===== config.mk =====
export PLATFORM = sky130hd
export DESIGN_NAME = spm_seq_ctrl
export DESIGN_NICKNAME = d
export VERILOG_FILES = /design/src/rtl/spm_pkg.sv /design/src/rtl/spm_deser.sv /design/src/rtl/spm_seq_ctrl.sv
export SDC_FILE = /design/constraint.sdc
export NUM_CORES = 1
export LEC_CHECK = 0
export CAP_MARGIN = 15
export CORE_MARGIN = 1.5
export CORE_UTILIZATION = 42
export DETAILED_ROUTE_END_ITERATION = 10
export PLACE_DENSITY = 0.85
export SLEW_MARGIN = 0
export SYNTH_ARGS = -nofsm -noshare
export SYNTH_HDL_FRONTEND = slang
export SYNTH_SLANG_ARGS = --single-unit

===== constraint.sdc =====
create_clock -name clk -period 1.8 [get_ports clk]
set_clock_uncertainty 0.05 [all_clocks]
set_input_delay 0.27 -clock clk [delete_from_list [all_inputs] [get_ports clk]]
set_output_delay 0.27 -clock clk [all_outputs]
set_load 0.03 [all_outputs]

===== src/rtl/spm_pkg.sv =====
// Shared types and helpers for the spm sequencer/collector.
package spm_pkg;

  // Controller states: accept, clear the multiplier, stream y, wait out
  // the multiplier latency, then present the product.
  typedef enum logic [2:0] {
    IDLE  = 3'd0,
    CLEAR = 3'd1,
    RUN   = 3'd2,
    DRAIN = 3'd3,
    DONE  = 3'd4
  } spm_ctrl_state_e;

  // Counter must reach 2*width+lat-1, so size it for 2*width+lat values plus one.
  function automatic int spm_cnt_width(input int width, input int lat);
    return $clog2(2 * width + lat + 1);
  endfunction

endpackage


===== src/rtl/spm_deser.sv =====
// LSB-first serial-to-parallel collector: each enabled cycle the new bit
// enters at the MSB and everything moves one place toward bit 0, so after
// 2*WIDTH enabled cycles the first bit received sits in bit 0.
module spm_deser #(
  parameter int WIDTH = 32
) (
  input  logic                 clk,
  input  logic                 rst,
  input  logic                 en,
  input  logic                 bit_in,
  output logic [2*WIDTH-1:0]   data_out
);

  localparam int PW = 2 * WIDTH;

  logic [PW-1:0] r_data;
  logic [PW-1:0] w_data_next;

  // Per-bit source selection: top bit takes the serial input, others take their upper neighbour.
  generate
    for (genvar gi = 0; gi < PW; gi++) begin : g_bit
      if (gi == PW - 1) begin : g_top
        assign w_data_next[gi] = bit_in;
      end else begin : g_mid
        assign w_data_next[gi] = r_data[gi+1];
      end
    end
  endgenerate

  // Shift register, only advancing in capture cycles.
  always_ff @(posedge clk) begin
    if (rst) begin
      r_data <= '0;
    end else if (en) begin
      r_data <= w_data_next;
    end
  end

  assign data_out = r_data;

endmodule


===== src/rtl/spm_seq_ctrl.sv =====
// Operand sequencer and result collector around the spm serial-parallel
// multiplier. Holds x on the parallel port, streams sign-extended y
// LSB-first, and gathers the 2*WIDTH-bit product coming back serially.
module spm_seq_ctrl
  import spm_pkg::*;
#(
  parameter int WIDTH = 32,
  parameter int LAT   = 1
) (
  input  logic                 clk,
  input  logic                 rst,
  input  logic                 in_valid,
  output logic                 in_ready,
  input  logic [WIDTH-1:0]     in_x,
  input  logic [WIDTH-1:0]     in_y,
  output logic                 out_valid,
  input  logic                 out_ready,
  output logic [2*WIDTH-1:0]   out_p,
  output logic                 spm_rst,
  output logic [WIDTH-1:0]     spm_x,
  output logic                 spm_y,
  input  logic                 spm_p
);

  localparam int PW = 2 * WIDTH;
  localparam int CW = spm_cnt_width(WIDTH, LAT);
  localparam logic [CW-1:0] RUN_LAST   = CW'(PW - 1);
  localparam logic [CW-1:0] DRAIN_LAST = CW'(PW + LAT - 1);
  localparam logic [CW-1:0] CAP_FIRST  = CW'(LAT);

  spm_ctrl_state_e  r_state;
  logic [WIDTH-1:0] r_x;
  logic [WIDTH-1:0] r_y_sh;
  logic [CW-1:0]    r_cnt;
  logic             r_in_ready;
  logic             r_out_valid;

  logic             w_cap_win;
  logic             w_cap_en;
  logic             w_spm_y;

  // Product bits arrive LAT cycles behind the y bits, so the capture window
  // opens once the counter has advanced LAT places past the first RUN cycle.
  generate
    if (LAT == 0) begin : g_cap_nolat
      assign w_cap_win = 1'b1;
    end else begin : g_cap_lat
      assign w_cap_win = (r_cnt >= CAP_FIRST);
    end
  endgenerate

  assign w_cap_en = ((r_state == RUN) || (r_state == DRAIN)) && w_cap_win;

  // Serial operand: y bits in RUN, sign fill while draining, zero otherwise.
  always_comb begin
    w_spm_y = 1'b0;
    case (r_state)
      RUN:     w_spm_y = r_y_sh[0];
      DRAIN:   w_spm_y = r_y_sh[WIDTH-1];
      default: w_spm_y = 1'b0;
    endcase
  end

  // Control FSM with counter, operand registers and registered handshake outputs.
  always_ff @(posedge clk) begin
    if (rst) begin
      r_state     <= IDLE;
      r_x         <= '0;
      r_y_sh      <= '0;
      r_cnt       <= '0;
      r_in_ready  <= 1'b1;
      r_out_valid <= 1'b0;
    end else begin
      case (r_state)
        IDLE: begin
          if (in_valid) begin
            r_x        <= in_x;
            r_y_sh     <= in_y;
            r_in_ready <= 1'b0;
            r_state    <= CLEAR;
          end
        end
        CLEAR: begin
          r_cnt   <= '0;
          r_state <= RUN;
        end
        RUN: begin
          // Arithmetic shift keeps replicating the sign bit for the upper half.
          r_y_sh <= {r_y_sh[WIDTH-1], r_y_sh[WIDTH-1:1]};
          r_cnt  <= r_cnt + 1'b1;
          if (r_cnt == RUN_LAST) begin
            if (LAT == 0) begin
              r_out_valid <= 1'b1;
              r_state     <= DONE;
            end else begin
              r_state <= DRAIN;
            end
          end
        end
        DRAIN: begin
          r_cnt <= r_cnt + 1'b1;
          if (r_cnt == DRAIN_LAST) begin
            r_out_valid <= 1'b1;
            r_state     <= DONE;
          end
        end
        DONE: begin
          if (out_ready) begin
            r_out_valid <= 1'b0;
            r_in_ready  <= 1'b1;
            r_state     <= IDLE;
          end
        end
        default: begin
          r_out_valid <= 1'b0;
          r_in_ready  <= 1'b1;
          r_state     <= IDLE;
        end
      endcase
    end
  end

  spm_deser #(
    .WIDTH (WIDTH)
  ) u_deser (
    .clk      (clk),
    .rst      (rst),
    .en       (w_cap_en),
    .bit_in   (spm_p),
    .data_out (out_p)
  );

  assign in_ready  = r_in_ready;
  assign out_valid = r_out_valid;
  assign spm_x     = r_x;
  assign spm_y     = w_spm_y;
  assign spm_rst   = rst | (r_state == CLEAR);

endmodule


Run 1, supply network:
The bar under the picture is 20 um long. Pins as bars on the die edge.
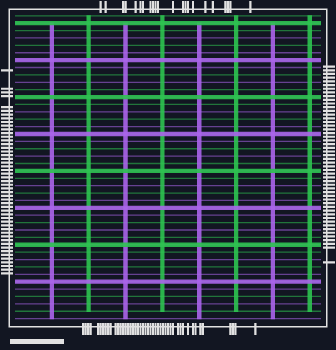
legend:
  VDD:
    color: green
  VSS:
    color: purple
met5 straps: 8
signal pins: 169
met1 rails: 42
rows: 41
met4 straps: 8

Run 1, placement by cell class:
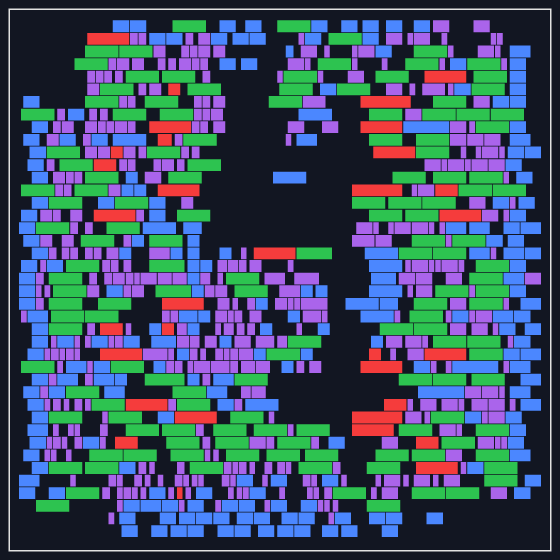
legend:
  remaining logic cells:
    color: purple
    cells: 392
  registers:
    color: green
    cells: 140
  remaining buffers and delay cells:
    color: blue
    cells: 215
  clock drivers and dummy loads:
    color: red
    cells: 32
FP Rows: 41
design area: 8310 um^2

Run 1, clock network drawn from the DEF:
The bar under the picture is 20 um long.
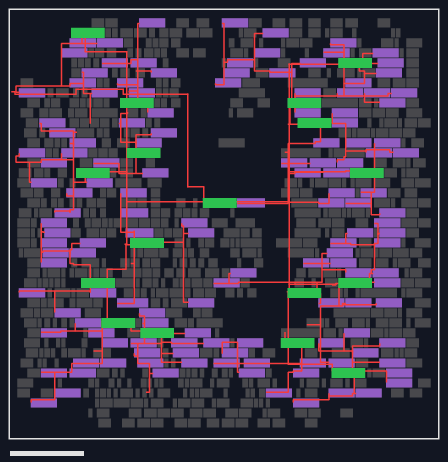
legend:
  flip-flops:
    color: purple
    count: 140
  clock wires:
    color: red
    length: 1550 um
  clock-net drivers:
    color: green
    count: 17
flops lie: spread over the die

==> flow_summary.json, run 1 <==
{
  "arrival_ns": 2.16,
  "drc_errors": 0,
  "rr_worst_depth": 7,
  "total_power_w": 0.008200,
  "hold_viol": 0,
  "finalNetCount": 838,
  "num-fill-cells": 985,
  "via_count": 4948,
  "grt_max_degree": 74,
  "cp-end-kind": "flop",
  "ys_types": 40,
  "min_from": "rst",
  "finalWirelength_um": 14770,
  "worst_pin_slew_ns": 0.5360,
  "synthesis.area_um2": 5399,
  "area_delta_synth_final_pct": 53.93,
  "critPathRequiredTime_ns": 2.08,
  "via_per_inst": 5.203,
  "grt_pass1_wl_um": 22080,
  "edf_count": 0,
  "finalClockPeriodUsage_pct": 104.3,
  "path_class": "reg2reg",
  "reg2reg_slack_ns": -0.08,
  "numCtsBuffers": 17,
  "antenna_found_initial": 0,
  "path_clk_slew_ns": 0.06,
  "clockBufferDepth": 2,
  "r2r-start": "r_cnt[1]",
  "cts_num_sinks": 140,
  "drive_above_1_share_pct": 12.84,
  "status": "complete, but fails checks",
  "cts-root-buf": "clkbuf_16",
  "syn_inst": 579,
  "dpl.hpwl_um": 9611,
  "postLayoutCoreUtil_pct": 66.12,
  "cap_violations": 0,
  "start_kind": "flop",
  "grt_pass1_vias": 4717,
  "globalRouteMet3Util_pct": 6.902,
  "grtUsageTotal_pct": 20.95,
  "slew_headroom_pct": 64.20,
  "ff_type": "dfxtp_1",
  "insertedDiodeCount": 0,
  "numPortBuffers": 168,
  "worst-path-max-fanout": 6,
  "grt_setup_unrepaired": "yes",
  "ir_drop_mv": 0.5246,
  "wl_per_cell_um": 15.53,
  "syn_nets": 651,
  "async_flop_share_pct": 0,
  "worstHoldPathType": "in2reg",
  "setup_violations": 18,
  "die_height_um": 116.4,
  "cts_tree": "done",
  "topCellsByArea": "dfxtp_1 52%, mux2i_1 12%, nand2_1 9.7%, a21oi_1 6.3%, a22oi_1 4.4%",
  "core-area_um2": 12570,
  "synth_flops": 140,
  "common_cells": "140 x dfxtp_1, 140 x nand2_1, 68 x a21oi_1, 67 x mux2i_1, 36 x nand3_1",
  "fp.dieW_um": 116.4,
  "p_leak_nw": 3.841,
  "period_needed_ns": 1.877,
  "finalMaxSlewViolations": 0,
  "top_area_cell": "dfxtp_1",
  "dp_cells": 899,
  "worst_slack_ns": -0.07745,
  "synth_top_area_share_pct": 51.91,
  "avgSynthCellArea_um2": 9.325,
  "hold_depth": 3,
  "warnings": 31,
  "place.gp.congestion": 0.7929,
  "hold_end": "in_ready",
  "num_io_pins": 169,
  "met1_usage_pct": 23.06,
  "startpoint": "r_cnt[1]",
  "yosysWarnings": 0,
  "yosysChipArea_um2": 5399,
  "drtIter0Drc": 294,
  "initCoreUtil_pct": 42.96,
  "fin_tns_setup_ns": -0.5947,
  "cts_hold_buf": 0,
  "gr-total-overflow": 0,
  "top_usage_layer": "met2",
  "use_met2_pct": 37.69,
  "ys_seq_share_pct": 51.91,
  "drt-pass1-iter-count": 5,
  "die_area_um2": 13540,
  "antenna_left": 0,
  "cts_max_level": 4,
  "fmax_mhz": 532.6,
  "r2r_end": "u_deser.data_out[50]",
  "cellPowerDensity_nw_per_um2": 986.7,
  "violations": "setup timing",
  "worstSkewPairLatency_ns": 0.41,
  "stdcell_count": 951,
  "synth_stat.cells": 579
}
## run 1: metal layers
metal / up-vias / wire length [um] / share of wire [%]
met1: 2363 / 5915 / 40
li1: 2394 / - / -
met4: 0 / 193 / 1.3
met3: 18 / 928 / 6.3
met5: - / 0 / 0
met2: 173 / 7733 / 52
## run 1: flip-flops by register name, indices dropped and copies added (netlist names)
| register | flops |
|---|---|
| u_deser.data_out | 64 |
| r_state | 3 |
| in_ready | 1 |
| out_valid | 1 |
| spm_x | 32 |
| r_y_sh | 32 |
| r_cnt | 7 |
## run 1: metrics by stage
step	hold slack [ns]	worst slack [ns]	instance area, um^2
2_1_floorplan	0.3560	0.01960	5399
3_3_place_gp	0.3907	-0.1861	7298
3_5_place_dp	0.4016	-0.2432	7298
4_1_cts	0.1724	-0.1110	8139
5_1_grt	0.1775	-0.1242	8310
6_report	0.1743	-0.07745	8310
## run 1: worst max-delay path, stage by stage (launching register included)
cell and delay (ns):
dfxtp_2 0.32, buf_4 0.15, or4_4 0.50, o21ai_4 0.17, buf_8 0.17, buf_12 0.11, buf_16 0.12, mux2i_1 0.21
## run 1: power by group
part           leakage (nW)  internal, W  switching [W]
Combinational          2.40     0.000579       0.000620
Sequential             1.14      0.00324      0.0000790
Clock                 0.301      0.00241        0.00128
Total                  3.84      0.00622        0.00198
## run 1: cells by family after synthesis
logic type / Yosys count / synth area share [%]
buffers and inverters: 51 / 5.770
and+or+nand+nor: 200 / 16.13
AOI/OAI and AO/OA: 118 / 13.07
DFF: 140 / 51.91
muxes: 67 / 12.42
adders and majority gates: 3 / 0.6953
## run 1: layout by cell type, fill, tap and decap left out, drive strengths merged, types with 2 or more instances in the layout
| master | n |
|---|---|
| a21oi | 68 |
| a22oi | 32 |
| a31oi | 2 |
| and2 | 2 |
| buf | 50 |
| bufinv | 3 |
| clkbuf | 24 |
| clkdlybuf4s50 | 138 |
| clkinvlp | 4 |
| dfxtp | 140 |
| dlymetal6s2s | 27 |
| ha | 3 |
| inv | 5 |
| mux2i | 67 |
| nand2 | 140 |
| nand3 | 36 |
| nand4b | 2 |
| nor2 | 4 |
| nor3 | 2 |
| nor3b | 2 |
| o211ai | 2 |
| o21a | 2 |
| o21ai | 7 |
| or3b | 2 |
| or4 | 3 |
## run 1: worst max-delay path by stage
stage	endpoint	cells after the start	slack (ns)
2_1_floorplan	u_deser.data_out[10]	7	0.02
3_3_place_gp	r_y_sh[26]	5	-0.19
3_5_place_dp	r_y_sh[21]	5	-0.24
4_1_cts	u_deser.data_out[7]	6	-0.11
5_1_grt	u_deser.data_out[50]	7	-0.12
6_report	u_deser.data_out[50]	7	-0.08
## run 1: cell type report
cell class	instances	area (um^2)	area share, %
clock buffer	24	511.7	6.158
clock inverter	8	128.9	1.551
inverter	4	15.01	0.1807
multi-input combinational	388	2326	27.99
sequential	140	2810	33.82
tap	172	215.2	2.590
timing repair buffer	215	2303	27.72
## run 1: what timing repair did
action / 4_1_cts / 5_1_grt
endpoints found under the setup margin: 63 / 90
hold endpoints to repair: 0 / 0
pin swaps: 1 / 2
setup buffers: 4 / 15
gates resized: 14 / 40
cloned: 4 / 0
==> inputs of run 2 (changes only) <==
--- a/config.mk
+++ b/config.mk
@@ -14,3 +14,4 @@
 export SYNTH_ARGS = -nofsm -noshare
 export SYNTH_HDL_FRONTEND = slang
 export SYNTH_SLANG_ARGS = --single-unit
+export TNS_END_PERCENT = 30
Run 2, routed metal, one color a layer:
The bar under the picture is 20 um long.
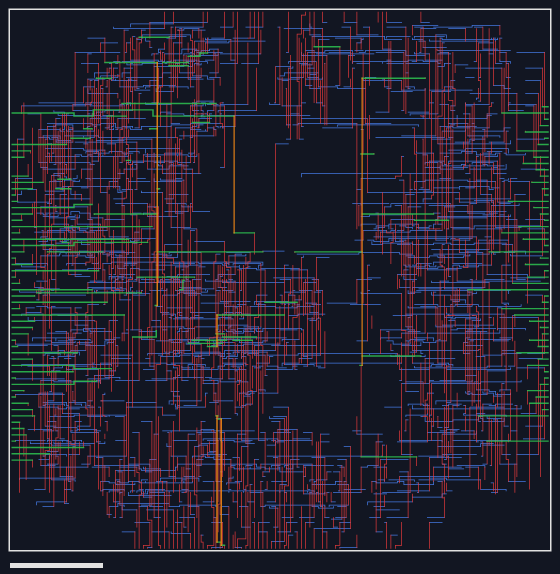
legend:
  M4:
    color: orange
    wire_length: 201 um
  M2:
    color: red
    wire_length: 7800 um
  M3:
    color: green
    wire_length: 968 um
  M1:
    color: blue
    wire_length: 5850 um

Run 2, placement by cell class:
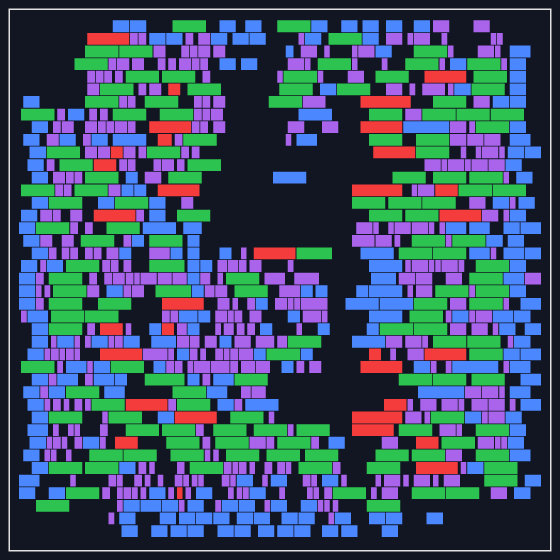
legend:
  remaining buffers and delay cells:
    color: blue
    cells: 217
  clock drivers and dummy loads:
    color: red
    cells: 32
  remaining logic cells:
    color: purple
    cells: 392
  registers:
    color: green
    cells: 140
CORE AREA: 12570 um^2
flop share of the area: 33.67%
design area: 8347 um^2

==> run 2 against run 1 <==
The run still ends with setup timing left. Wire length grew 0.26%. Cell area grew 0.44%. Sequential cell count is the same. Synthesized cell count is the same. Worst setup slack gained 0.0072 ns. Core utilization grew 0.29 points. Clock power is essentially flat. Worst hold slack gained 0.0012 ns. Sequential power is essentially flat. Register-to-register slack is essentially flat. Count of clock-buffer cells in the layout is the same. First-iteration DRC count grew 11%.
==> flow_summary.json, run 2 <==
{
  "die_height_um": 116.4,
  "worst-path-max-fanout": 7,
  "worst_pin_slew_ns": 0.5418,
  "yosysWarnings": 0,
  "wl_per_cell_um": 15.54,
  "grt_pass1_wl_um": 22080,
  "cts_max_level": 4,
  "cp-end-kind": "flop",
  "largest_register_ffs": 64,
  "drive_above_1_share_pct": 13.06,
  "via_count": 4960,
  "die_area_um2": 13540,
  "grtUsageTotal_pct": 20.95,
  "insertedDiodeCount": 0,
  "warnings": 31,
  "initCoreUtil_pct": 42.96,
  "rows": 41,
  "drt-pass1-iter-count": 5,
  "numPortBuffers": 168,
  "antenna_found_initial": 0,
  "avgSynthCellArea_um2": 9.325,
  "hold_viol": 0,
  "ys_seq_share_pct": 51.91,
  "place_ws_ns": -0.2432,
  "fp.dieW_um": 116.4,
  "ys_types": 40,
  "critical-path-max-stage-delay_ns": 0.50,
  "numCtsBuffers": 17,
  "synth_flops": 140,
  "path_class": "reg2reg",
  "start_kind": "flop",
  "place_area_um2": 7298,
  "cts_tree": "done",
  "grt_max_degree": 74,
  "yosysChipArea_um2": 5399,
  "worst_slack_ns": -0.07027,
  "status": "complete, but fails checks",
  "grt_pass1_vias": 4717,
  "place.gp.congestion": 0.7929,
  "cap_violations": 0,
  "period_needed_ns": 1.870,
  "grt_setup_unrepaired": "yes",
  "cts-root-buf": "clkbuf_16",
  "async_flop_share_pct": 0,
  "top_area_cell": "dfxtp_1",
  "total_power_w": 0.008207,
  "synth_stat.cells": 579,
  "via_per_inst": 5.205,
  "stdcell_count": 953,
  "dpl.hpwl_um": 9611,
  "setup_violations": 32,
  "drc_errors": 0,
  "synthesis.area_um2": 5399,
  "cts_hold_buf": 0,
  "ff_type": "dfxtp_1",
  "worstHoldPathType": "in2reg",
  "gr-total-overflow": 0,
  "finalWirelength_um": 14810,
  "cellPowerDensity_nw_per_um2": 983.3,
  "num_io_pins": 169,
  "finalNetCount": 840,
  "slew_headroom_pct": 63.81,
  "dp_cells": 899,
  "slowest_stage": "or4_4",
  "topCellsByArea": "dfxtp_1 52%, mux2i_1 12%, nand2_1 9.7%, a21oi_1 6.3%, a22oi_1 4.4%",
  "p_leak_nw": 3.861,
  "edf_count": 0,
  "arrival_ns": 2.15,
  "timing.hold.ws_ns": 0.1754,
  "clockBufferDepth": 2,
  "final_cell_mix": "139 x nand2_1, 138 x clkdlybuf4s50_1, 136 x dfxtp_1, 68 x a21oi_1, 64 x mux2i_1",
  "area_delta_synth_final_pct": 54.60,
  "synth_top_area_share_pct": 51.91,
  "cts_num_sinks": 140,
  "fmax_mhz": 534.7,
  "violations": "setup timing",
  "drtIter0Drc": 325,
  "critPathRequiredTime_ns": 2.08,
  "finalClockPeriodUsage_pct": 103.9,
  "ir_drop_mv": 0.5251,
  "syn_nets": 651,
  "worstSkewPairLatency_ns": 0.41,
  "antenna_left": 0,
  "lay_top_count": "nand2_1",
  "path_clk_slew_ns": 0.06,
  "crit_top_cell": "buf_12",
  "crit_chain": "buf_4 > or4_4 > o21ai_4 > buf_8 > buf_12 > buf_12 > mux2i_2",
  "finalMaxSlewViolations": 0,
  "common_cells": "140 x dfxtp_1, 140 x nand2_1, 68 x a21oi_1, 67 x mux2i_1, 36 x nand3_1"
}
[run 2: what timing repair did]
action / 4_1_cts / 5_1_grt
buffers inserted: 4 / 15
endpoints found under the setup margin: 63 / 90
resized: 14 / 39
cloned: 4 / 0
pin swaps: 1 / 2
[run 2: final timing paths]
kind,from,slack (ns),to,depth (start not counted)
setup reg to reg,r_cnt[1],-0.07,u_deser.data_out[6],7
hold reg to reg,spm_x[31],0.41,spm_x[31],2
setup / recovery,r_cnt[1],-0.07,u_deser.data_out[6],7
hold / removal,rst,0.18,in_ready,3
[run 2: power breakdown]
group | switching (W) | internal [W] | leakage, nW
combinational | 0.000622 | 0.000588 | 2.42
sequential | 0.0000788 | 0.00324 | 1.14
clock | 0.00128 | 0.00241 | 0.301
total | 0.00198 | 0.00623 | 3.86
[run 2: area by class of cell]
type / instances / area [um^2]
Tap cell: 172 / 215.2
Multi-Input combinational cell: 388 / 2326
Sequential cell: 140 / 2810
Fill cell: 976 / 4222
Clock buffer: 24 / 511.7
Inverter: 4 / 15.01
Timing Repair Buffer: 217 / 2340
Clock inverter: 8 / 128.9
[run 2: per-layer routing]
metal  up-vias  share of wire (%)  global-route usage (%)
li1       2398                  -                       -
met1      2359                 39                   23.06
met2       183                 53                   37.69
met3        20                6.5                   6.902
met4         0                1.4                   7.561
met5         -                  0                       0
[run 2: logic make-up after synthesis]
kind of cell	Yosys count	share of synthesized area (%)
buffers and inverters	51	5.770
adder cells (fa/ha/maj)	3	0.6953
AND-OR/OR-AND	118	13.07
multiplexers	67	12.42
AND/OR/NAND/NOR	200	16.13
flip-flops	140	51.91
[run 2: per-stage QoR]
step,utilization [%],TNS (ns)
final,66.41,-1.038
after floorplan,-,0
after global routing,66.41,-3.909
after CTS,64.76,-2.591
after global placement,58.07,-10.39
after detailed placement,58.07,-16.40
[run 2: critical path, delay by kind of cell (launching register included)]
kind | cells | cell delay (ns)
AOI/OAI and AO/OA | 1 | 0.16
buffers and inverters | 4 | 0.54
DFF | 1 | 0.32
muxes | 1 | 0.21
and+or+nand+nor | 1 | 0.50
Power is estimated from default activity; no workload was simulated.
